**src/rtl/lsu_bus_if.sv**
```systemverilog
// Core-side and memory-side handshake bundles for the load/store unit.
// The core masters lsu_core_if; the LSU masters lsu_mem_if.

interface lsu_core_if #(
    parameter int XLEN   = 32,
    parameter int ADDR_W = 32
);
    logic              req_valid;
    logic              req_ready;
    logic              req_we;
    logic [2:0]        req_funct3;
    logic [ADDR_W-1:0] req_addr;
    logic [XLEN-1:0]   req_wdata;
    logic [4:0]        req_rd;
    logic              rsp_valid;
    logic              rsp_ready;
    logic [XLEN-1:0]   rsp_rdata;
    logic [4:0]        rsp_rd;
    logic [1:0]        rsp_err;

    modport master (
        output req_valid, req_we, req_funct3, req_addr, req_wdata, req_rd, rsp_ready,
        input  req_ready, rsp_valid, rsp_rdata, rsp_rd, rsp_err
    );

    modport slave (
        input  req_valid, req_we, req_funct3, req_addr, req_wdata, req_rd, rsp_ready,
        output req_ready, rsp_valid, rsp_rdata, rsp_rd, rsp_err
    );
endinterface

interface lsu_mem_if #(
    parameter int XLEN   = 32,
    parameter int ADDR_W = 32
);
    logic              bus_valid;
    logic              bus_ready;
    logic              bus_we;
    logic [ADDR_W-1:0] bus_addr;
    logic [XLEN-1:0]   bus_wdata;
    logic [XLEN/8-1:0] bus_wstrb;
    logic              bus_rvalid;
    logic [XLEN-1:0]   bus_rdata;
    logic              bus_err;

    modport master (
        output bus_valid, bus_we, bus_addr, bus_wdata, bus_wstrb,
        input  bus_ready, bus_rvalid, bus_rdata, bus_err
    );

    modport slave (
        input  bus_valid, bus_we, bus_addr, bus_wdata, bus_wstrb,
        output bus_ready, bus_rvalid, bus_rdata, bus_err
    );
endinterface

```
**src/rtl/lsu_bus.sv**
```systemverilog
// Load/store unit: turns core accesses into a valid/ready bus transaction with
// lane alignment, load extension, misalignment checks, bus-error and timeout reporting.

module lsu_bus #(
    parameter int XLEN    = 32,
    parameter int ADDR_W  = 32,
    parameter int TIMEOUT = 255
) (
    input  logic       clk,
    input  logic       rst,
    lsu_core_if.slave  core,
    lsu_mem_if.master  mem
);
    localparam int OFS    = $clog2(XLEN / 8);
    localparam int STRB_W = XLEN / 8;
    localparam int CNT_W  = (TIMEOUT < 2) ? 1 : $clog2(TIMEOUT + 1);
    localparam int TLIM   = (TIMEOUT == 0) ? 0 : TIMEOUT - 1;
    localparam bit IS64   = (XLEN == 64);

    typedef enum logic [1:0] {IDLE, REQ, WAIT, RESP} state_t;

    state_t            state_q;
    logic              reqReady_q;
    logic              busValid_q;
    logic              rspValid_q;
    logic              busWe_q;
    logic [ADDR_W-1:0] busAddr_q;
    logic [XLEN-1:0]   busWdata_q;
    logic [STRB_W-1:0] busWstrb_q;
    logic [1:0]        rspErr_q;
    logic [XLEN-1:0]   rspRdata_q;
    logic [4:0]        rspRd_q;
    logic              we_q;
    logic [2:0]        funct3_q;
    logic [OFS-1:0]    off_q;
    logic [CNT_W-1:0]  cnt_q;
    logic [CNT_W-1:0]  cnt_d;

    logic [OFS-1:0]    reqOff;
    logic              reqLegal;
    logic              reqAligned;
    logic [STRB_W-1:0] sizeMask;
    logic [XLEN-1:0]   rdShift;
    logic [XLEN-1:0]   loadData;
    logic              timeoutHit;

    assign core.req_ready = reqReady_q;
    assign core.rsp_valid = rspValid_q;
    assign core.rsp_rdata = rspRdata_q;
    assign core.rsp_rd    = rspRd_q;
    assign core.rsp_err   = rspErr_q;
    assign mem.bus_valid  = busValid_q;
    assign mem.bus_we     = busWe_q;
    assign mem.bus_addr   = busAddr_q;
    assign mem.bus_wdata  = busWdata_q;
    assign mem.bus_wstrb  = busWstrb_q;

    assign cnt_d      = cnt_q + CNT_W'(1);
    assign timeoutHit = (TIMEOUT != 0) && (cnt_q == CNT_W'(TLIM));

    // Request decode: legality depends on XLEN, alignment on the access size.
    always_comb begin
        reqOff     = core.req_addr[OFS-1:0];
        reqLegal   = 1'b0;
        reqAligned = 1'b0;
        sizeMask   = '0;
        if (core.req_we) begin
            case (core.req_funct3)
                3'b000, 3'b001, 3'b010: reqLegal = 1'b1;
                3'b011:                 reqLegal = IS64;
                default:                reqLegal = 1'b0;
            endcase
        end else begin
            case (core.req_funct3)
                3'b000, 3'b001, 3'b010, 3'b100, 3'b101: reqLegal = 1'b1;
                3'b011, 3'b110:                         reqLegal = IS64;
                default:                                reqLegal = 1'b0;
            endcase
        end
        case (core.req_funct3[1:0])
            2'd0: begin reqAligned = 1'b1;                          sizeMask = STRB_W'(1);  end
            2'd1: begin reqAligned = !core.req_addr[0];             sizeMask = STRB_W'(3);  end
            2'd2: begin reqAligned = (core.req_addr[1:0] == 2'b00); sizeMask = STRB_W'(15); end
            default: begin reqAligned = (core.req_addr[2:0] == 3'b000); sizeMask = '1;      end
        endcase
    end

    // Load path: bring the addressed lane down to bit 0, then extend by funct3.
    always_comb begin
        rdShift = mem.bus_rdata >> {off_q, 3'b000};
        case (funct3_q)
            3'b000:  loadData = XLEN'($signed(rdShift[7:0]));
            3'b001:  loadData = XLEN'($signed(rdShift[15:0]));
            3'b010:  loadData = XLEN'($signed(rdShift[31:0]));
            3'b100:  loadData = XLEN'(rdShift[7:0]);
            3'b101:  loadData = XLEN'(rdShift[15:0]);
            3'b110:  loadData = XLEN'(rdShift[31:0]);
            default: loadData = rdShift;
        endcase
    end

    always_ff @(posedge clk or posedge rst) begin
        if (rst) begin
            state_q    <= IDLE;
            reqReady_q <= 1'b1;
            busValid_q <= 1'b0;
            rspValid_q <= 1'b0;
            busWe_q    <= 1'b0;
            busAddr_q  <= '0;
            busWdata_q <= '0;
            busWstrb_q <= '0;
            rspErr_q   <= 2'd0;
            rspRdata_q <= '0;
            rspRd_q    <= 5'd0;
            we_q       <= 1'b0;
            funct3_q   <= 3'd0;
            off_q      <= '0;
            cnt_q      <= '0;
        end else begin
            case (state_q)
                IDLE: begin
                    if (core.req_valid) begin
                        we_q       <= core.req_we;
                        funct3_q   <= core.req_funct3;
                        off_q      <= reqOff;
                        rspRd_q    <= core.req_rd;
                        cnt_q      <= '0;
                        busWe_q    <= core.req_we;
                        busAddr_q  <= {core.req_addr[ADDR_W-1:OFS], {OFS{1'b0}}};
                        busWdata_q <= core.req_wdata << {reqOff, 3'b000};
                        busWstrb_q <= core.req_we ? (sizeMask << reqOff) : '0;
                        rspRdata_q <= '0;
                        reqReady_q <= 1'b0;
                        if (reqLegal && reqAligned) begin
                            state_q    <= REQ;
                            busValid_q <= 1'b1;
                        end else begin
                            state_q    <= RESP;
                            rspValid_q <= 1'b1;
                            rspErr_q   <= 2'd1;
                        end
                    end
                end
                REQ: begin
                    cnt_q <= cnt_d;
                    if (timeoutHit) begin
                        state_q    <= RESP;
                        busValid_q <= 1'b0;
                        rspValid_q <= 1'b1;
                        rspErr_q   <= 2'd3;
                    end else if (mem.bus_ready) begin
                        state_q    <= WAIT;
                        busValid_q <= 1'b0;
                    end
                end
                WAIT: begin
                    cnt_q <= cnt_d;
                    // A response in the timeout cycle still counts as completion.
                    if (mem.bus_rvalid) begin
                        state_q    <= RESP;
                        rspValid_q <= 1'b1;
                        rspErr_q   <= mem.bus_err ? 2'd2 : 2'd0;
                        rspRdata_q <= (!we_q && !mem.bus_err) ? loadData : '0;
                    end else if (timeoutHit) begin
                        state_q    <= RESP;
                        rspValid_q <= 1'b1;
                        rspErr_q   <= 2'd3;
                    end
                end
                RESP: begin
                    if (core.rsp_ready) begin
                        state_q    <= IDLE;
                        rspValid_q <= 1'b0;
                        reqReady_q <= 1'b1;
                    end
                end
                default: state_q <= IDLE;
            endcase
        end
    end
endmodule

```
**src/flat_wrapper.sv**
```systemverilog
// flat-port wrapper written by rule: the top's interface ports become plain ports
module lsu_bus_flat 
#(
    parameter int XLEN    = 32,
    parameter int ADDR_W  = 32,
    parameter int TIMEOUT = 255
)
  (clk, rst, core_req_valid, core_req_we, core_req_funct3, core_req_addr, core_req_wdata, core_req_rd, core_rsp_ready, core_req_ready, core_rsp_valid, core_rsp_rdata, core_rsp_rd, core_rsp_err, mem_bus_valid, mem_bus_we, mem_bus_addr, mem_bus_wdata, mem_bus_wstrb, mem_bus_ready, mem_bus_rvalid, mem_bus_rdata, mem_bus_err);
  lsu_core_if #(.XLEN(XLEN), .ADDR_W(ADDR_W)) core_i ();
  lsu_mem_if #(.XLEN(XLEN), .ADDR_W(ADDR_W)) mem_i ();
  input  logic clk;
  input  logic rst;
  input wire logic [$bits(core_i.req_valid)-1:0] core_req_valid;
  input wire logic [$bits(core_i.req_we)-1:0] core_req_we;
  input wire logic [$bits(core_i.req_funct3)-1:0] core_req_funct3;
  input wire logic [$bits(core_i.req_addr)-1:0] core_req_addr;
  input wire logic [$bits(core_i.req_wdata)-1:0] core_req_wdata;
  input wire logic [$bits(core_i.req_rd)-1:0] core_req_rd;
  input wire logic [$bits(core_i.rsp_ready)-1:0] core_rsp_ready;
  output wire logic [$bits(core_i.req_ready)-1:0] core_req_ready;
  output wire logic [$bits(core_i.rsp_valid)-1:0] core_rsp_valid;
  output wire logic [$bits(core_i.rsp_rdata)-1:0] core_rsp_rdata;
  output wire logic [$bits(core_i.rsp_rd)-1:0] core_rsp_rd;
  output wire logic [$bits(core_i.rsp_err)-1:0] core_rsp_err;
  output wire logic [$bits(mem_i.bus_valid)-1:0] mem_bus_valid;
  output wire logic [$bits(mem_i.bus_we)-1:0] mem_bus_we;
  output wire logic [$bits(mem_i.bus_addr)-1:0] mem_bus_addr;
  output wire logic [$bits(mem_i.bus_wdata)-1:0] mem_bus_wdata;
  output wire logic [$bits(mem_i.bus_wstrb)-1:0] mem_bus_wstrb;
  input wire logic [$bits(mem_i.bus_ready)-1:0] mem_bus_ready;
  input wire logic [$bits(mem_i.bus_rvalid)-1:0] mem_bus_rvalid;
  input wire logic [$bits(mem_i.bus_rdata)-1:0] mem_bus_rdata;
  input wire logic [$bits(mem_i.bus_err)-1:0] mem_bus_err;
  assign core_i.req_valid = core_req_valid;
  assign core_i.req_we = core_req_we;
  assign core_i.req_funct3 = core_req_funct3;
  assign core_i.req_addr = core_req_addr;
  assign core_i.req_wdata = core_req_wdata;
  assign core_i.req_rd = core_req_rd;
  assign core_i.rsp_ready = core_rsp_ready;
  assign core_req_ready = core_i.req_ready;
  assign core_rsp_valid = core_i.rsp_valid;
  assign core_rsp_rdata = core_i.rsp_rdata;
  assign core_rsp_rd = core_i.rsp_rd;
  assign core_rsp_err = core_i.rsp_err;
  assign mem_bus_valid = mem_i.bus_valid;
  assign mem_bus_we = mem_i.bus_we;
  assign mem_bus_addr = mem_i.bus_addr;
  assign mem_bus_wdata = mem_i.bus_wdata;
  assign mem_bus_wstrb = mem_i.bus_wstrb;
  assign mem_i.bus_ready = mem_bus_ready;
  assign mem_i.bus_rvalid = mem_bus_rvalid;
  assign mem_i.bus_rdata = mem_bus_rdata;
  assign mem_i.bus_err = mem_bus_err;
  lsu_bus #(.XLEN(XLEN), .ADDR_W(ADDR_W), .TIMEOUT(TIMEOUT)) u_core (.clk(clk), .rst(rst), .core(core_i), .mem(mem_i));
endmodule
```
**config.mk**
```make
export PLATFORM = sky130hd
export DESIGN_NAME = lsu_bus_flat
export DESIGN_NICKNAME = d
export VERILOG_FILES = /design/src/rtl/lsu_bus_if.sv /design/src/rtl/lsu_bus.sv /design/src/flat_wrapper.sv
export SDC_FILE = /design/constraint.sdc
export NUM_CORES = 1
export LEC_CHECK = 0
export ABC_AREA = 1
export CAP_MARGIN = 0
export CORE_ASPECT_RATIO = 1.2
export CORE_MARGIN = 2
export CORE_UTILIZATION = 36
export CTS_CLUSTER_DIAMETER = 30
export DETAILED_ROUTE_END_ITERATION = 10
export MAX_ROUTING_LAYER = met4
export PLACE_DENSITY = 0.73
export SLEW_MARGIN = 20
export SYNTH_ARGS = -nofsm -noshare
export SYNTH_HDL_FRONTEND = slang
export SYNTH_SLANG_ARGS = --single-unit
```
**constraint.sdc**
```tcl
create_clock -name clk -period 6.8 [get_ports clk]
set_clock_uncertainty 0.05 [all_clocks]
set_input_delay 1.02 -clock clk [delete_from_list [all_inputs] [get_ports clk]]
set_output_delay 1.02 -clock clk [all_outputs]
set_load 0.1 [all_outputs]
```
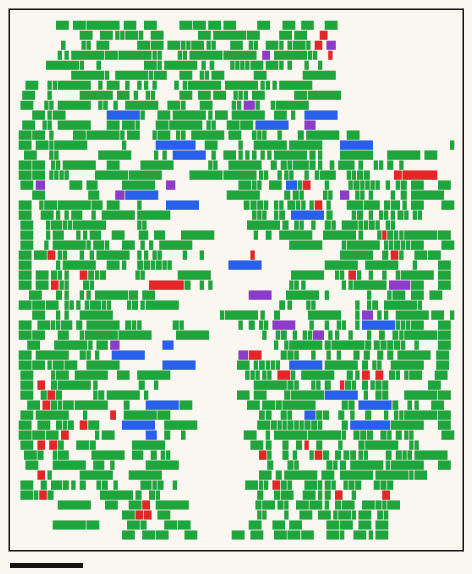
(run_1/sizing.png)
Scale bar: 20 um.
legend:
  purple:
    size: x3 and x4
    cells: 15
  green:
    size: x1 and smaller
    cells: 922
  red:
    size: x2
    cells: 39
  blue:
    size: x6 and larger
    cells: 23

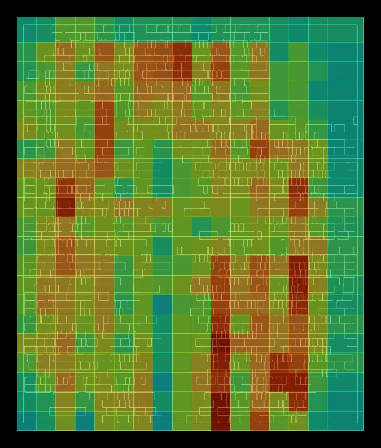
(run_1/congestion_map.png)
wire per inst: 14.8 um
global routing usage on met1: 0.261
fraction of the core area covered by cells at the end of the flow: 0.536
met3 global-route usage: 0.0540
M2 GR Usage: 0.333

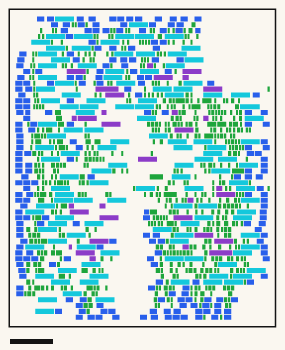
(run_1/class_map.png)
Scale bar: 20 um.
legend:
  blue:
    class: remaining buffers and delay cells
    cells: 223
    share_of_their_area: 25%
  cyan:
    class: registers
    cells: 124
    share_of_their_area: 36%
  purple:
    class: clock drivers and dummy loads
    cells: 32
    share_of_their_area: 6.8%
  green:
    class: remaining logic cells
    cells: 620
    share_of_their_area: 32%

==> reports/summary.json, run 1 <==
{
  "routing": {
    "drtAntennaViolNets": 0,
    "highest_layer_used_for_signal_routing": "met4",
    "initialDrtViolationCount": 437,
    "detailroute.via_count": 5873,
    "drt-vias-per-instance": 4.83,
    "residual_drc": 0,
    "dr.pass1.iters": 4,
    "routed_wire_length_on_met2_um": 9020,
    "route.layer.met1.wl_um": 7570,
    "routed_met3_length_um": 1090,
    "finalWirelength_um": 18000
  },
  "critical_path": {
    "rrSetupSlack_ns": 3.26,
    "worstSetupPathType": "in -> reg",
    "cp_slowest_stage_delay_ns": 0.83,
    "slowest_stage": "sky130_fd_sc_hd__nand2_1",
    "worstSetupEndpointType": "flop",
    "critical_path_buf_inv_count": 4,
    "worstPathArrival_ns": 4.05,
    "cp_cell_sequence": "clkdlybuf4s50_1, nand2_2, buf_4, inv_2, nand2_1, inv_1, a22o_1",
    "critPathTopFamily": "buffers and inverters",
    "worst-endpoint-required_ns": 7.05,
    "crit_path_max_fanout": 83,
    "worstSetupStartpointType": "input pin"
  },
  "clocking": {
    "cts-htree-levels": 4,
    "post_cts_buffers": 0,
    "root_driver": "sky130_fd_sc_hd__clkbuf_16",
    "tritoncts.num_buffers": 17,
    "cts_tree": "done",
    "post_cts_resized": 0,
    "clk-insertion-delay-late_ns": 0.41,
    "clk_transition_reported_paths_ns": 0.06,
    "cts-root-to-sink-buffers": 2,
    "numClockSinks": 124,
    "holdBufCountCts": 0
  },
  "cells_and_area": {
    "finalNonFillerCells": 1215,
    "area.growth.synth_to_final_pct": 46.9,
    "diodes": 0,
    "fill_cells": 1625,
    "layout.nets": 1104,
    "area_of_all_placed_cells_without_fillers_sq_um": 9000,
    "drive_above_1_share": 0.0771
  },
  "final_timing": {
    "max_slew.worst_pin.slew_ns": 1.03,
    "timing.slew.headroom": 0.313,
    "fin_tns_setup_ns": 0,
    "fin_hold_ws_ns": 0.425,
    "report.final.slew_viol_count": 0,
    "fin_hold_viols": 0,
    "setup-violations-final": 0,
    "timing.final.ws_setup_ns": 3.00,
    "post-route-min-period_ns": 3.80,
    "unrepaired_setup_endpoints_after_global_routing": "no",
    "min_period_over_period": 0.559,
    "max_freq_mhz": 263
  },
  "synthesis": {
    "dominantRegCellSynth": "sky130_fd_sc_hd__dfrtp_1",
    "synth.comb.largest_family": "simple AND/OR/NAND/NOR gates",
    "synth.yosys.num_cells": 786,
    "post_synth_xor_area_fraction": 0,
    "numSynthFlops": 124,
    "netlist_top_cells_area": "sky130_fd_sc_hd__dfrtp_1 50%, sky130_fd_sc_hd__nand2_1 21%, sky130_fd_sc_hd__o21ai_0 8.1%",
    "post_synth_num_cell_types": 31,
    "synth_seq_share": 0.506,
    "ys.warnings.count": 0,
    "top_cell_area_share": 0.502,
    "netlist.top_cell.by_instances": "sky130_fd_sc_hd__nand2_1",
    "yosys-top-cells-count": "337 x sky130_fd_sc_hd__nand2_1, 123 x sky130_fd_sc_hd__dfrtp_1, 99 x sky130_fd_sc_hd__o21ai_0",
    "synth_top_cell_by_area": "sky130_fd_sc_hd__dfrtp_1",
    "syn-instance-count": 786,
    "synth_area_per_cell_sq_um": 7.80,
    "yosys.area_share.adder": 0.0122,
    "ys_chip_area_sq_um": 6130,
    "synth.cellmix.simpleShare": 0.288,
    "mappedNetlistArea_sq_um": 6130,
    "post_synth_mux_area_share": 0,
    "synth_compound_gate_area_share": 0.130,
    "synthArstFlopShare": 1.00,
    "synth-edff-count": 0
  },
  "floorplanning": {
    "core_sq_um": 16800,
    "die_w_um": 123,
    "die.size.y_um": 147,
    "num_rows": 52,
    "initCoreUtil": 0.365,
    "chipArea_sq_um": 18100,
    "io_pins": 223
  },
  "global_route": {
    "global_route.overflow_total": 0,
    "grtUsageTotal": 0.210,
    "first_global_vias": 5781,
    "first_pass_grt_wire_length_um": 28900,
    "largest_net_degree_at_the_start_of_global_routing": 84,
    "grt_antenna_before_repair": 0,
    "gr-max-usage-layer": "met2"
  },
  "placement": {
    "placed_cells_incl_taps": 1183,
    "placedInstanceArea_sq_um": 8410,
    "port_buffers": 220,
    "gpl.final_weighted_congestion": 0.840,
    "dp_hpwl_um": 12700,
    "dp_slack_ns": 2.57
  },
  "hold_path": {
    "holdCritPathClass": "reg -> reg"
  },
  "outcome": {
    "run_status": "finished clean"
  },
  "job": {
    "tool_warnings": 30,
    "cap_viol_max_count": 0
  }
}
[run 1: area by class of cell]
cell class                 count  area, sq um  area share
tap                          216          270      0.0300
clock inverter                15          165      0.0183
timing repair buffer         223         2220       0.247
inverter                      43          164      0.0182
multi-input combinational    577         2650       0.294
clock buffer                  17          425      0.0472
sequential                   124         3110       0.345
[run 1: final timing paths]
check | start | end | depth (start not counted)
worst min-delay path | u_core.mem.bus_valid | u_core.mem.bus_valid | 2
worst max-delay path | core_req_valid | u_core.mem.bus_wdata[8] | 7
min in group asynchronous | rst | u_core.mem.bus_addr[6] | 2
worst max register to register | u_core.state_q[0] | u_core.mem.bus_wdata[8] | 8
max in group asynchronous | rst | u_core.off_q[1] | 3
worst min register to register | u_core.mem.bus_valid | u_core.mem.bus_valid | 2
[run 1: cell usage in the layout (no fill, tap or decap), drive strengths merged]
master / count
a21boi: 1
bufinv: 2
clkinv: 5
or2: 25
buf: 3
o211ai: 1
clkinvlp: 4
nand3: 33
nand4: 1
o221ai: 12
a22o: 5
nand2: 339
nor2: 25
clkbuf: 17
conb: 2
nor3: 4
o21ai: 106
clkdlybuf4s50: 220
inv: 47
o311ai: 4
o31ai: 1
a21oi: 12
dfstp: 1
dfrtp: 123
ha: 6
==> run_1/gates.png <==
Scale bar: 20 um.
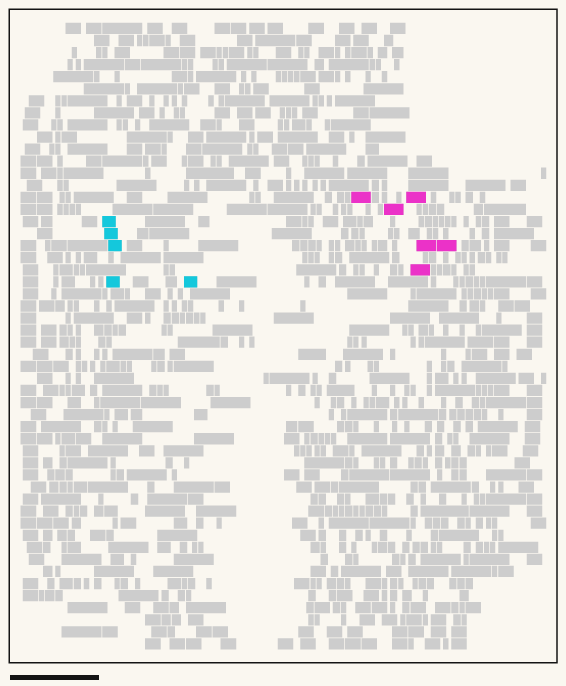

==> run 1 -> run 2 <==
Clock period 6.8 ns to 3.92 ns, I/O delays scaled along.
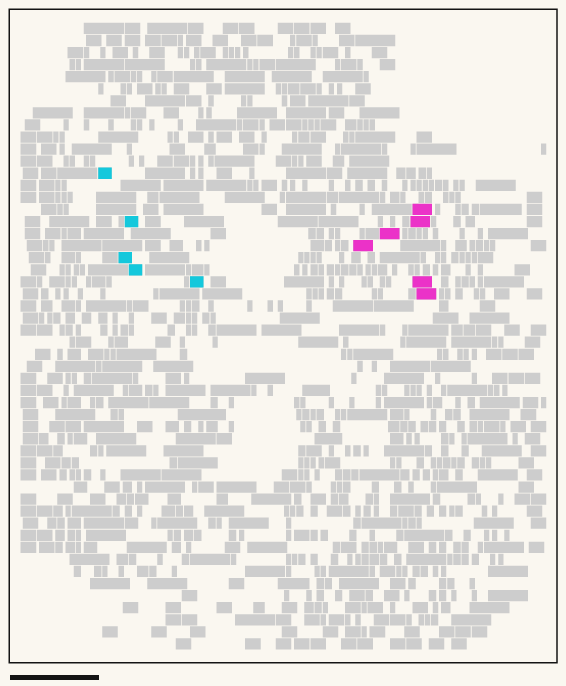
(run_2/gates.png)
Scale bar: 20 um.
legend:
  magenta:
    family: fa/ha/maj cells
    cells: 6
  cyan:
    family: non-inverting ao/oa cells
    cells: 5
most common logic cell in the routed design: sky130_fd_sc_hd__nand2_1
logic share of the area: 0.293
number of standard cells in the final layout excluding fillers: 1,222

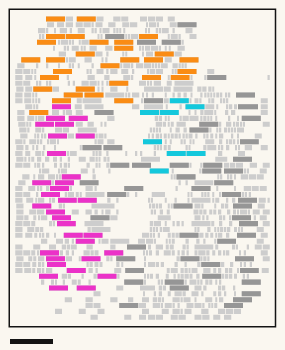
(run_2/ff_map.png)
Scale bar: 20 um.
legend:
  magenta:
    netlist_name: u_core.mem.bus_wdata
    flops: 32
  cyan:
    netlist_name: u_core.cnt_q
    flops: 8
  orange:
    netlist_name: u_core.mem.bus_addr
    flops: 30

==> run 2 against run 1 <==
Net effect: die size stayed put; register-to-register slack worse by 1.7 ns; setup slack worse by 1.8 ns; cell area rose by 0.46%; sequential share of layout area decreased by 0.17 points; non-clock buffer count is 7 higher; utilization grew 0.25 points; routed wire length up 0.41%; global-route usage about the same.
==> reports/summary.json, run 2 <==
{
  "routing": {
    "dr.pass1.iters": {"value": 5, "change": "+1"},
    "residual_drc": {"value": 0, "change": "unchanged"},
    "drtAntennaViolNets": {"value": 0, "change": "unchanged"},
    "initialDrtViolationCount": {"value": 350, "change": "-20%"},
    "finalWirelength": {"value": 18000, "unit": "um", "change": "+0.41%"},
    "detailroute.via_count": {"value": 5887, "change": "+0.24%"},
    "drt-vias-per-instance": {"value": 4.82, "change": "-0.34%"},
    "routedWlPerCell": {"value": 14.8, "unit": "um", "change": "-0.17%"}
  },
  "final_timing": {
    "unrepaired_setup_endpoints_after_global_routing": "no",
    "fin_tns_setup": {"value": 0, "unit": "ns", "change": "unchanged"},
    "min_period_over_period": 0.684,
    "max_freq_mhz": 373,
    "report.final.slew_viol_count": {"value": 0, "change": "unchanged"},
    "fin_hold_viols": {"value": 0, "change": "unchanged"},
    "post-route-min-period_ns": 2.68,
    "max_slew.worst_pin.slew": {"value": 1.05, "unit": "ns", "change": "+0.0178 ns"},
    "timing.slew.headroom": {"value": 0.301, "change": "-0.0119"},
    "setup-violations-final": {"value": 0, "change": "unchanged"}
  },
  "synthesis": {
    "synth_seq_share": {"value": 0.506, "change": "unchanged"},
    "yosys.area_share.adder": {"value": 0.0122, "change": "unchanged"},
    "dominantRegCellSynth": "sky130_fd_sc_hd__dfrtp_1",
    "netlist_top_cells_area": "sky130_fd_sc_hd__dfrtp_1 50%, sky130_fd_sc_hd__nand2_1 21%, sky130_fd_sc_hd__o21ai_0 8.1%",
    "syn-instance-count": {"value": 786, "change": "unchanged"},
    "top_cell_area_share": {"value": 0.502, "change": "unchanged"},
    "post_synth_mux_area_share": {"value": 0, "change": "unchanged"},
    "synthArstFlopShare": {"value": 1.00, "change": "unchanged"},
    "post_synth_num_cell_types": {"value": 31, "change": "unchanged"},
    "synth_compound_gate_area_share": {"value": 0.130, "change": "unchanged"},
    "yosys-top-cells-count": "337 x sky130_fd_sc_hd__nand2_1, 123 x sky130_fd_sc_hd__dfrtp_1, 99 x sky130_fd_sc_hd__o21ai_0",
    "netlist.top_cell.by_instances": "sky130_fd_sc_hd__nand2_1",
    "post_synth_xor_area_fraction": {"value": 0, "change": "unchanged"},
    "mappedNetlistArea": {"value": 6130, "unit": "sq um", "change": "unchanged"},
    "synth.cellmix.simpleShare": {"value": 0.288, "change": "unchanged"},
    "ys_chip_area": {"value": 6130, "unit": "sq um", "change": "unchanged"},
    "synth.comb.largest_family": "simple AND/OR/NAND/NOR gates",
    "ys.warnings.count": {"value": 0, "change": "unchanged"},
    "synth.yosys.num_cells": {"value": 786, "change": "unchanged"},
    "synth-edff-count": {"value": 0, "change": "unchanged"},
    "numSynthFlops": {"value": 124, "change": "unchanged"},
    "synth_area_per_cell": {"value": 7.80, "unit": "sq um", "change": "unchanged"},
    "synth_top_cell_by_area": "sky130_fd_sc_hd__dfrtp_1"
  },
  "global_route": {
    "first_global_vias": {"value": 5790, "change": "+0.16%"},
    "largest_net_degree_at_the_start_of_global_routing": {"value": 78, "change": "-7.1%"},
    "gr-usage-met3": {"value": 0.0493, "change": "-0.00466"},
    "grtUsageTotal": {"value": 0.210, "change": "-0.000330"},
    "grt_util_met1": {"value": 0.260, "change": "-0.000925"},
    "gr-max-usage-layer": "met2",
    "grt_antenna_before_repair": {"value": 0, "change": "unchanged"},
    "first_pass_grt_wire_length": {"value": 29200, "unit": "um", "change": "+1.1%"},
    "global_route.overflow_total": {"value": 0, "change": "unchanged"},
    "grtUsageMet2": {"value": 0.343, "change": "+0.0102"}
  },
  "placement": {
    "gpl.final_weighted_congestion": {"value": 0.831, "change": "-1.1%"},
    "dp_hpwl": {"value": 13000, "unit": "um", "change": "+2.8%"},
    "placedInstanceArea": {"value": 8480, "unit": "sq um", "change": "+0.79%"},
    "port_buffers": {"value": 220, "change": "unchanged"}
  },
  "cells_and_area": {
    "fill_cells": {"value": 1589, "change": "-2.2%"},
    "seqAreaFraction": {"value": 0.343, "change": "-0.00171"},
    "clock_area_frac": {"value": 0.0627, "change": "-0.00293"},
    "mi_logic_area": {"value": 2650, "unit": "sq um", "change": "unchanged"},
    "drive_above_1_share": {"value": 0.0825, "change": "+0.00543"},
    "numSequentialCells": {"value": 124, "change": "unchanged"},
    "logic_gates": {"value": 577, "change": "unchanged"},
    "lay_top_cells": "336 x sky130_fd_sc_hd__nand2_1, 220 x sky130_fd_sc_hd__clkdlybuf4s50_1, 123 x sky130_fd_sc_hd__dfrtp_1",
    "buf_share": {"value": 0.253, "change": "+0.00607"},
    "diodes": {"value": 0, "change": "unchanged"},
    "layout.nets": {"value": 1111, "change": "+0.63%"},
    "area_of_all_placed_cells_without_fillers": {"value": 9050, "unit": "sq um", "change": "+0.46%"},
    "area.growth.synth_to_final_pct": 47.6,
    "layout.clock_buffers": {"value": 17, "change": "unchanged"},
    "layout.non_clock_inverters": {"value": 43, "change": "unchanged"},
    "flop_area": {"value": 3100, "unit": "sq um", "change": "about the same"},
    "dominant_kind_of_cell": "registers",
    "utilization": {"value": 0.539, "change": "+0.00246"},
    "buffers": {"value": 230, "change": "+3.1%"}
  },
  "floorplanning": {
    "core": {"value": 16800, "unit": "sq um", "change": "unchanged"},
    "nWellTaps": {"value": 216, "change": "unchanged"},
    "chipArea": {"value": 18100, "unit": "sq um", "change": "unchanged"},
    "initCoreUtil": {"value": 0.365, "change": "unchanged"},
    "num_rows": {"value": 52, "change": "unchanged"},
    "io_pins": {"value": 223, "change": "unchanged"},
    "die.size.y": {"value": 147, "unit": "um", "change": "unchanged"},
    "die_w": {"value": 123, "unit": "um", "change": "unchanged"}
  },
  "critical_path": {
    "crit_path_max_fanout": {"value": 2, "change": "-98%"},
    "slowest_stage": "sky130_fd_sc_hd__clkdlybuf4s50_1",
    "critPathTopFamily": "buffers and inverters",
    "worstPathArrival": {"value": 2.04, "unit": "ns", "change": "-2.01 ns"},
    "worstSetupStartpointType": "flop",
    "worst-endpoint-required": {"value": 3.28, "unit": "ns", "change": "-3.77 ns"},
    "worstSetupPathType": "reg -> out",
    "critical_path_buf_inv_count": {"value": 1, "change": "-3"},
    "worstSetupEndpointType": "output port",
    "cp_cell_sequence": "clkdlybuf4s50_1",
    "cp_slowest_stage_delay": {"value": 1.12, "unit": "ns", "change": "+0.29 ns"}
  },
  "clocking": {
    "tritoncts.num_buffers": {"value": 17, "change": "unchanged"},
    "clk_transition_reported_paths": {"value": 0.06, "unit": "ns", "change": "about the same"},
    "numClockSinks": {"value": 124, "change": "unchanged"},
    "cts-htree-levels": {"value": 4, "change": "unchanged"},
    "post_cts_resized": {"value": 0, "change": "unchanged"},
    "cts-root-to-sink-buffers": {"value": 2, "change": "unchanged"},
    "cts_tree": "done",
    "holdBufCountCts": {"value": 0, "change": "unchanged"},
    "post_cts_buffers": {"value": 0, "change": "unchanged"},
    "root_driver": "sky130_fd_sc_hd__clkbuf_16",
    "clk-insertion-delay-late": {"value": 0.40, "unit": "ns", "change": "about the same"}
  },
  "job": {
    "tool_warnings": {"value": 30, "change": "unchanged"},
    "cap_viol_max_count": {"value": 0, "change": "unchanged"}
  },
  "hold_path": {
    "holdCritPathClass": "reg -> reg"
  },
  "outcome": {
    "run_status": "finished clean"
  }
}
[run 2: final timing paths]
path / startpoint / cells after the start / end / slack (ns)
worst min register to register: u_core.mem.bus_valid / 2 / u_core.mem.bus_valid / 0.43
min in group asynchronous: rst / 2 / u_core.core.rsp_rdata[28] / 0.68
max in group asynchronous: rst / 3 / u_core.mem.bus_addr[25] / 2.22
worst max register to register: u_core.state_q[1] / 9 / u_core.mem.bus_wdata[24] / 1.55
worst max-delay path: u_core.core.req_ready / 1 / core_req_ready / 1.24
worst min-delay path: u_core.mem.bus_valid / 2 / u_core.mem.bus_valid / 0.43
[run 2: per-stage QoR]
step	hold slack (ns)	setup WS, ns	cells
finish	0.427	1.24	1222
global route	0.450	1.19	1222
CTS	0.430	1.21	1222
detailed placement	0.414	1.22	1190
global placement	0.403	1.24	1190
floorplan	0.426	1.76	787
[run 2: cell families after synthesis]
| group | Yosys count |
|---|---|
| adders and majority gates | 6 |
| DFF | 124 |
| and+or+nand+nor | 427 |
| other | 1 |
| buffers and inverters | 86 |
| AOI/OAI and AO/OA | 142 |
[run 2: per-layer routing]
metal | up-vias | wire length (um)
met5 | - | 0
met4 | 0 | 243
met3 | 17 | 1100
met2 | 184 | 9100
met1 | 2749 | 7610
li1 | 2937 | -
==> run_2/class_map.png <==
Scale bar: 20 um.
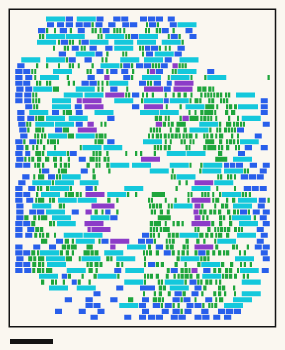

==> run 2 -> run 3 <==
Settings changed: PLACE_DENSITY 0.73 to 0.75.
Clock period 3.92 ns to 2.2 ns, I/O delays scaled along.
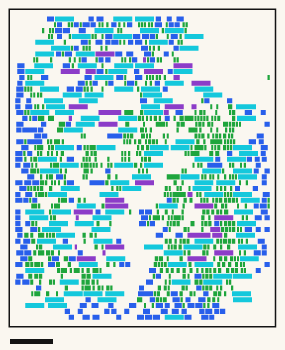
(run_3/class_map.png)
Scale bar: 20 um.
FP Rows: 52
area of all placed cells without fillers: 8920 sq um

==> run 3 against run 2 <==
Net effect: utilization decreased by 0.76 points; largest cell class unchanged; synthesized cell count unchanged; critical endpoint is now u_core.mem.bus_wdata[28]; non-clock buffer count increased by 5; critical path type is now reg -> reg.
==> reports/summary.json, run 3 <==
{
  "outcome": {
    "run_status": "finished clean"
  },
  "final_timing": {
    "min_period_over_period": 0.904,
    "max_slew.worst_pin.slew": {"value": 0.573, "unit": "ns", "change": "-0.472 ns"},
    "timing.slew.headroom": {"value": 0.618, "change": "+0.317"},
    "post-route-min-period_ns": 1.99,
    "unrepaired_setup_endpoints_after_global_routing": "no",
    "fin_tns_setup": {"value": 0, "unit": "ns", "change": "unchanged"},
    "fin_hold_viols": {"value": 0, "change": "unchanged"},
    "report.final.slew_viol_count": {"value": 0, "change": "unchanged"},
    "timing.final.ws_setup": {"value": 0.211, "unit": "ns", "change": "-1.03 ns"},
    "max_freq_mhz": 503,
    "setup-violations-final": {"value": 0, "change": "unchanged"}
  },
  "floorplanning": {
    "initCoreUtil": {"value": 0.365, "change": "unchanged"},
    "die.size.y": {"value": 147, "unit": "um", "change": "unchanged"},
    "die_w": {"value": 123, "unit": "um", "change": "unchanged"},
    "io_pins": {"value": 223, "change": "unchanged"},
    "chipArea": {"value": 18100, "unit": "sq um", "change": "unchanged"},
    "core": {"value": 16800, "unit": "sq um", "change": "unchanged"}
  },
  "critical_path": {
    "worstSetupEndpointType": "flop",
    "worstPathArrival": {"value": 2.22, "unit": "ns", "change": "+0.18 ns"},
    "critPathTopFamily": "simple AND/OR/NAND/NOR gates",
    "cp_slowest_stage_delay": {"value": 0.42, "unit": "ns", "change": "-0.70 ns"},
    "worstSetupPathType": "reg -> reg",
    "cp_cell_sequence": "inv_1, ha_1, nand2_2, inv_2, nand2_1, inv_1, nand2_1, o311ai_1",
    "slowest_stage": "sky130_fd_sc_hd__dfrtp_1",
    "critical_path_buf_inv_count": {"value": 3, "change": "+2"},
    "worst-endpoint-required": {"value": 2.43, "unit": "ns", "change": "-0.85 ns"},
    "crit_path_max_fanout": {"value": 14, "change": "+12"},
    "worstSetupStartpointType": "flop"
  },
  "synthesis": {
    "post_synth_mux_area_share": {"value": 0, "change": "unchanged"},
    "yosys.area_share.adder": {"value": 0.0122, "change": "unchanged"},
    "synth_compound_gate_area_share": {"value": 0.130, "change": "unchanged"},
    "synth.yosys.num_cells": {"value": 786, "change": "unchanged"},
    "netlist.top_cell.by_instances": "sky130_fd_sc_hd__nand2_1",
    "ys.warnings.count": {"value": 0, "change": "unchanged"},
    "synth_top_cell_by_area": "sky130_fd_sc_hd__dfrtp_1",
    "syn-instance-count": {"value": 786, "change": "unchanged"},
    "post_synth_num_cell_types": {"value": 31, "change": "unchanged"},
    "ys_chip_area": {"value": 6130, "unit": "sq um", "change": "unchanged"},
    "top_cell_area_share": {"value": 0.502, "change": "unchanged"},
    "yosys-top-cells-count": "337 x sky130_fd_sc_hd__nand2_1, 123 x sky130_fd_sc_hd__dfrtp_1, 99 x sky130_fd_sc_hd__o21ai_0",
    "synth-edff-count": {"value": 0, "change": "unchanged"},
    "synthArstFlopShare": {"value": 1.00, "change": "unchanged"},
    "dominantRegCellSynth": "sky130_fd_sc_hd__dfrtp_1",
    "synth_seq_share": {"value": 0.506, "change": "unchanged"},
    "netlist_top_cells_area": "sky130_fd_sc_hd__dfrtp_1 50%, sky130_fd_sc_hd__nand2_1 21%, sky130_fd_sc_hd__o21ai_0 8.1%",
    "synth_area_per_cell": {"value": 7.80, "unit": "sq um", "change": "unchanged"},
    "numSynthFlops": {"value": 124, "change": "unchanged"},
    "post_synth_xor_area_fraction": {"value": 0, "change": "unchanged"},
    "synth.comb.largest_family": "simple AND/OR/NAND/NOR gates",
    "mappedNetlistArea": {"value": 6130, "unit": "sq um", "change": "unchanged"},
    "synth.cellmix.simpleShare": {"value": 0.288, "change": "unchanged"}
  },
  "routing": {
    "routed_met3_length": {"value": 1070, "unit": "um", "change": "-3.0%"},
    "routed_wire_length_on_met2": {"value": 8730, "unit": "um", "change": "-4.1%"},
    "highest_layer_used_for_signal_routing": "met4",
    "dr.pass1.iters": {"value": 5, "change": "unchanged"},
    "residual_drc": {"value": 0, "change": "unchanged"},
    "route.layer.met1.wl": {"value": 7600, "unit": "um", "change": "-0.13%"},
    "detailroute.via_count": {"value": 5894, "change": "+0.12%"},
    "routedWlPerCell": {"value": 14.6, "unit": "um", "change": "-1.5%"},
    "initialDrtViolationCount": {"value": 458, "change": "+31%"},
    "drt-vias-per-instance": {"value": 4.80, "change": "-0.29%"},
    "finalWirelength": {"value": 17900, "unit": "um", "change": "-1.1%"},
    "drtAntennaViolNets": {"value": 0, "change": "unchanged"}
  },
  "global_route": {
    "grt_antenna_before_repair": {"value": 0, "change": "unchanged"},
    "first_pass_grt_wire_length": {"value": 28900, "unit": "um", "change": "-0.92%"},
    "global_route.overflow_total": {"value": 0, "change": "unchanged"},
    "largest_net_degree_at_the_start_of_global_routing": {"value": 82, "change": "+5.1%"},
    "first_global_vias": {"value": 5849, "change": "+1.0%"},
    "grtUsageTotal": {"value": 0.209, "change": "-0.000818"}
  },
  "placement": {
    "gpl.final_weighted_congestion": {"value": 0.851, "change": "+2.5%"},
    "dp_slack": {"value": 0.179, "unit": "ns", "change": "-1.04 ns"},
    "placedInstanceArea": {"value": 8310, "unit": "sq um", "change": "-2.0%"},
    "dp_hpwl": {"value": 12900, "unit": "um", "change": "-1.3%"},
    "port_buffers": {"value": 220, "change": "unchanged"}
  },
  "clocking": {
    "holdBufCountCts": {"value": 0, "change": "unchanged"},
    "numClockSinks": {"value": 124, "change": "unchanged"},
    "cts-root-to-sink-buffers": {"value": 2, "change": "unchanged"},
    "clk-insertion-delay-late": {"value": 0.41, "unit": "ns", "change": "about the same"},
    "cts-htree-levels": {"value": 4, "change": "unchanged"},
    "tritoncts.num_buffers": {"value": 17, "change": "unchanged"},
    "cts_tree": "done",
    "post_cts_buffers": {"value": 0, "change": "unchanged"},
    "post_cts_resized": {"value": 0, "change": "unchanged"},
    "root_driver": "sky130_fd_sc_hd__clkbuf_16",
    "clk_transition_reported_paths": {"value": 0.06, "unit": "ns", "change": "about the same"}
  },
  "cells_and_area": {
    "area.growth.synth_to_final_pct": 45.5,
    "layout.nets": {"value": 1116, "change": "+0.45%"},
    "diodes": {"value": 0, "change": "unchanged"},
    "lay_top_cells": "336 x sky130_fd_sc_hd__nand2_1, 123 x sky130_fd_sc_hd__dfrtp_1, 118 x sky130_fd_sc_hd__buf_4",
    "lay_top_count": "sky130_fd_sc_hd__nand2_1",
    "drive_above_1_share": {"value": 0.194, "change": "+0.111"}
  },
  "job": {
    "cap_viol_max_count": {"value": 0, "change": "unchanged"},
    "tool_warnings": {"value": 30, "change": "unchanged"}
  },
  "hold_path": {
    "holdCritPathClass": "in -> async"
  }
}
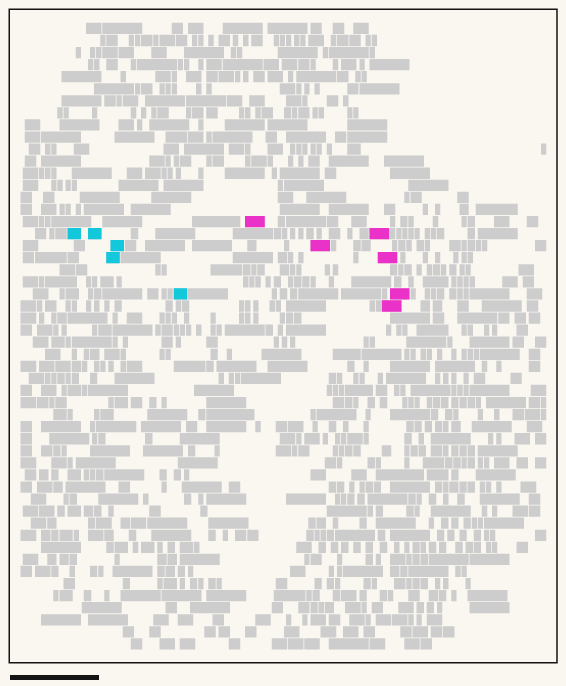
(run_3/gates.png)
Scale bar: 20 um.
legend:
  cyan:
    family: non-inverting ao/oa cells
    cells: 5
  magenta:
    family: fa/ha/maj cells
    cells: 6
number of standard cells in the final layout excluding fillers: 1,227
logic share of the area: 0.297

## run 3: cell counts after synthesis
Identical to the previous run, type by type.
## run 3: cell families after synthesis
logic type                 Yosys count
other                                1
and+or+nand+nor                    427
adders and majority gates            6
buffers and inverters               86
AOI/OAI and AO/OA                  142
DFF                                124
## run 3: metrics by stage
step           utilization  std cells  hold WS, ns
2_1_floorplan            -        787        0.388
3_3_place_gp         0.495       1195        0.414
3_5_place_dp         0.495       1195        0.416
4_1_cts              0.531       1227        0.349
5_1_grt              0.531       1227        0.366
6_report             0.531       1227        0.345
## run 3: path summary, 6_finish.rpt
check / from / end / slack [ns] / depth (start not counted)
setup / recovery: u_core.state_q[0] / u_core.mem.bus_wdata[28] / 0.21 / 8
hold / removal: rst / u_core.mem.bus_wdata[21] / 0.35 / 3
setup reg to reg: u_core.state_q[0] / u_core.mem.bus_wdata[28] / 0.21 / 8
hold reg to reg: u_core.mem.bus_addr[5] / u_core.mem.bus_addr[5] / 0.43 / 2
max in group asynchronous: rst / u_core.core.req_ready / 1.29 / 3
min in group clk: core_req_addr[18] / u_core.mem.bus_addr[18] / 0.39 / 3
## run 3: layout make-up
type                            count  area [sq um]
Clock inverter                     11           141
Clock buffer                       21           470
Fill cell                        1603          7870
Inverter                           43           165
Timing Repair Buffer              235          2120
Tap cell                          216           270
Multi-Input combinational cell    577          2650
Sequential cell                   124          3100
## run 3: layer usage
layer	global-route usage	up-vias
li1	-	2960
met1	0.258	2685
met2	0.328	212
met3	0.0505	37
met4	0.0841	0
met5	-	-
